<file path="src/rtl/ahfp_normalize.sv">
// ahfp_normalize
// Normalise-round-pack stage for the floating-point datapath. It takes an
// unnormalised 48-bit magnitude, a sign and a signed working exponent, and
// returns a packed binary32 result with exception flags. Rounding is
// round-to-nearest-even only. Denormals are flushed to signed zero.
//
// Ports
//   clk, rst     rising-edge clock, asynchronous active-high reset
//   in_valid     input beat present
//   in_ready     block accepts a beat this cycle
//   in_sign      result sign
//   in_exp       10-bit two's-complement biased exponent;
//                value = 2^(in_exp-127) * in_mant / 2^46
//   in_mant      unsigned magnitude, binary point between bits 46 and 45
//   out_valid    result present
//   out_ready    downstream accepts the result
//   out_result   packed binary32
//   out_flags    {inexact, underflow, overflow, zero}
//
// Pipeline: detect (register input + leading-zero count), shift (normalised
// mantissa + adjusted exponent), round/pack (output registers).
//
// Handshake: a beat moves on a rising edge where valid & ready are both high
// on that interface. All three stages advance together when
// adv = ~out_valid | out_ready. in_ready is exactly adv, so it never depends
// on in_valid. While out_valid & ~out_ready every stage freezes and the
// outputs hold. Empty stages are not collapsed.

module ahfp_normalize (
  input  logic        clk,
  input  logic        rst,
  input  logic        in_valid,
  output logic        in_ready,
  input  logic        in_sign,
  input  logic [9:0]  in_exp,
  input  logic [47:0] in_mant,
  output logic        out_valid,
  input  logic        out_ready,
  output logic [31:0] out_result,
  output logic [3:0]  out_flags
);

  // Leading-zero count, 48 when the operand is zero.
  function automatic logic [5:0] count_lz(input logic [47:0] v);
    logic [5:0] n;
    logic       found;
    n     = 6'd48;
    found = 1'b0;
    for (int i = 47; i >= 0; i--) begin
      if (!found && v[i]) begin
        n     = 6'(47 - i);
        found = 1'b1;
      end
    end
    return n;
  endfunction

  logic adv;

  // Stage 1: registered input and its leading-zero count.
  logic        v1;
  logic        s1_sign;
  logic [9:0]  s1_exp;
  logic [47:0] s1_mant;
  logic [5:0]  s1_lz;

  // Stage 2: normalised mantissa and adjusted exponent.
  logic        v2;
  logic        s2_sign;
  logic        s2_zero;
  logic [47:0] s2_m;
  logic [10:0] s2_e;     // two's complement, wide enough that no value wraps

  // Round/pack combinational results.
  logic [22:0] frac;
  logic        guard;
  logic        sticky;
  logic        round_up;
  logic [23:0] frac_sum;
  logic [10:0] e_rnd;
  logic [31:0] pack_result;
  logic [3:0]  pack_flags;
  logic [10:0] s1_e_next;

  assign adv      = ~out_valid | out_ready;
  assign in_ready = adv;

  // exp + 1 - lz, sign-extended to 11 bits so that even -512 - 47 stays exact.
  assign s1_e_next = {s1_exp[9], s1_exp} + 11'd1 - {5'd0, s1_lz};

  // Valid bits and output registers are the only reset state.
  always_ff @(posedge clk or posedge rst) begin
    if (rst) begin
      v1         <= 1'b0;
      v2         <= 1'b0;
      out_valid  <= 1'b0;
      out_result <= 32'h0;
      out_flags  <= 4'h0;
    end else if (adv) begin
      v1        <= in_valid;
      v2        <= v1;
      out_valid <= v2;
      if (v2) begin
        out_result <= pack_result;
        out_flags  <= pack_flags;
      end
    end
  end

  // Data path registers carry no reset; their contents only matter under a
  // set valid bit.
  always_ff @(posedge clk) begin
    if (adv) begin
      s1_sign <= in_sign;
      s1_exp  <= in_exp;
      s1_mant <= in_mant;
      s1_lz   <= count_lz(in_mant);

      s2_sign <= s1_sign;
      s2_zero <= (s1_mant == 48'd0);
      s2_m    <= s1_mant << s1_lz;
      s2_e    <= s1_e_next;
    end
  end

  // Round to nearest even on the 24-bit significand (hidden one at m[47]).
  always_comb begin
    frac     = s2_m[46:24];
    guard    = s2_m[23];
    sticky   = |s2_m[22:0];
    round_up = guard & (sticky | frac[0]);
    frac_sum = {1'b0, frac} + {23'd0, round_up};
    // A carry out of the fraction means the significand became 10.000...;
    // the stored fraction bits are already zero, only the exponent moves.
    e_rnd    = s2_e + {10'd0, frac_sum[23]};
  end

  // Output case selection in priority order: zero, overflow, underflow, normal.
  always_comb begin
    pack_result = {s2_sign, 31'd0};
    pack_flags  = 4'b0000;
    if (s2_zero) begin
      pack_result = {s2_sign, 31'd0};
      pack_flags  = 4'b0001;
    end else if ($signed(e_rnd) >= 11'sd255) begin
      pack_result = {s2_sign, 8'hFF, 23'd0};
      pack_flags  = 4'b1010;
    end else if ($signed(e_rnd) <= 11'sd0) begin
      pack_result = {s2_sign, 31'd0};
      pack_flags  = 4'b1101;
    end else begin
      pack_result = {s2_sign, e_rnd[7:0], frac_sum[22:0]};
      pack_flags  = {guard | sticky, 3'b000};
    end
  end

endmodule

</file>
<file path="config.mk">
export PLATFORM = sky130hd
export DESIGN_NAME = ahfp_normalize
export DESIGN_NICKNAME = d
export VERILOG_FILES = /design/src/rtl/ahfp_normalize.sv
export SDC_FILE = /design/constraint.sdc
export NUM_CORES = 1
export LEC_CHECK = 0
export ABC_AREA = 0
export ABC_CLOCK_PERIOD_IN_PS = 12800
export CORE_ASPECT_RATIO = 1.5
export CORE_MARGIN = 10
export CORE_UTILIZATION = 44
export DETAILED_ROUTE_END_ITERATION = 8
export HOLD_SLACK_MARGIN = 0.08
export SLEW_MARGIN = 10
export SYNTH_ARGS = -nofsm -noshare
export SYNTH_HDL_FRONTEND = slang
export SYNTH_SLANG_ARGS = --single-unit
</file>
<file path="constraint.sdc">
create_clock -name clk -period 12.8 [get_ports clk]
set_input_delay 2.56 -clock clk [delete_from_list [all_inputs] [get_ports clk]]
set_output_delay 2.56 -clock clk [all_outputs]
set_load 0.01 [all_outputs]
</file>
==> reports/metrics.cfg <==
[logic_synthesis]
synthCells=928
ys_chip_area_sq_um=9770
synth_top_area_share_pct=38.4
yosys.area_share.simple_pct=18.5
yosys-mux-area-fraction_pct=12.5
synth.area.top_cells=edfxtp_1 (38%), dfrtp_1 (10%), mux4_2 (9.9%), nand2_1 (6.0%), nor2_1 (4.6%)

[clock_network]
cts_inserted_buffers=17
post_cts_resized=0
cts_num_sinks=164
clock_path_buffers=2
path_clk_slew_ps=70

[final_layout]
fin_util_pct=52.7
clkCellAreaFrac_pct=4.86
fill_cells=2029
comb_area_share_pct=40.9
area_growth_pct=17.6

[routing]
drc=0
drt_iter0_markers=265
drtPass1Iterations=5

[power]
leakagePower_nw=4.38
p_sw_share_pct=34.9
cellPowerDensity_nw_per_um2=174

[sta]
finalCriticalPeriod_ps=6880
tightest_slew_ps=968

[floorplanning]
die-width_um=142
taps=272
die_area_sq_um=28700
row_count=66

[status]
status=completed

[critical_path]
rr_startpoint=s2_m[16]
worst_setup_path_start_kind=input port
r2r_cells=17

[global_route]
grt_use_met3_pct=3.50
antenna_found_initial=0
overflow=0
grt_start_max_net_pins=73

[placement]
portBuffers=100
dp.final_hpwl_um=17900

[hold_path]
min-delay-start=s1_sign
worstHoldPathType=flip-flop to flip-flop

[job]
max_cap_viol_count=0

==> metrics by stage <==
stage / hold slack (ps) / cells / area [sq um]
4_1_cts: 423 / 1291 / 11500
2_1_floorplan: 400 / 928 / 9770
5_1_grt: 428 / 1291 / 11500
6_report: 425 / 1291 / 11500
3_5_place_dp: 407 / 1259 / 10900
3_3_place_gp: 419 / 1259 / 10900
==> power by group through the flow <==
stage,Sequential [mW],Combinational [mW],Clock (mW)
floorplan,0.847,0.477,0
global placement,0.853,0.677,0
detailed placement,0.857,0.682,0
CTS,0.846,0.684,0.497
global route,0.865,0.751,0.518
finish,0.845,0.675,0.482
==> worst max-delay path, stage by stage <==
cell and delay (ps):
clkdlybuf4s50_1 460, nand2b_4 620, clkdlybuf4s50_1 670
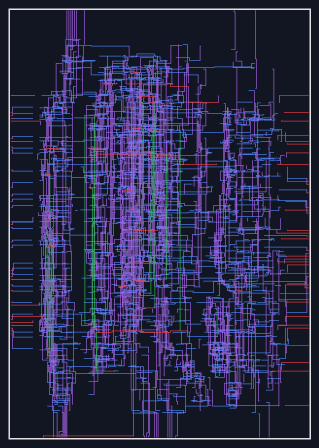
(images/wires.png)
| layer | color | wire length |
|---|---|---|
| metal 4 | green | 1,220 um |
| metal 1 | blue | 8,770 um |
| metal 2 | purple | 11,800 um |
| metal 3 | red | 830 um |

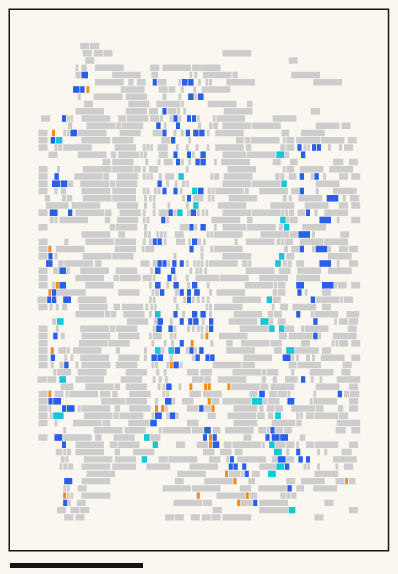
(images/logic_types.png)
The bar under the picture is 50 um long.
| family | color | cells | most used |
|---|---|---|---|
| inverting AOI/OAI gates | blue | 154 | a21oi_1 |
| AND and OR gates | cyan | 32 | and3_1 |
| inverters | orange | 27 | inv_1 |

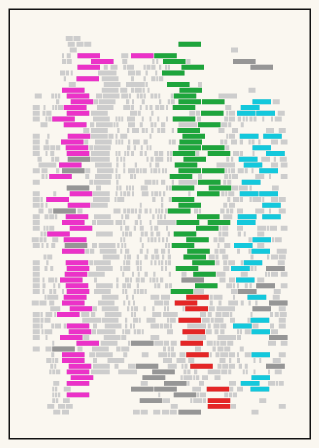
(images/flops_by_reg.png)
Other sequential cells in the stronger gray, the rest of the logic in the fainter gray.
| name in the netlist | color | placed flops |
|---|---|---|
| s2_m | green | 47 |
| s1_mant | magenta | 48 |
| s2_e | red | 11 |
| out_result | cyan | 32 |
not colored: 26

Power figures rest on the tool's default switching activity, not on a simulated workload.
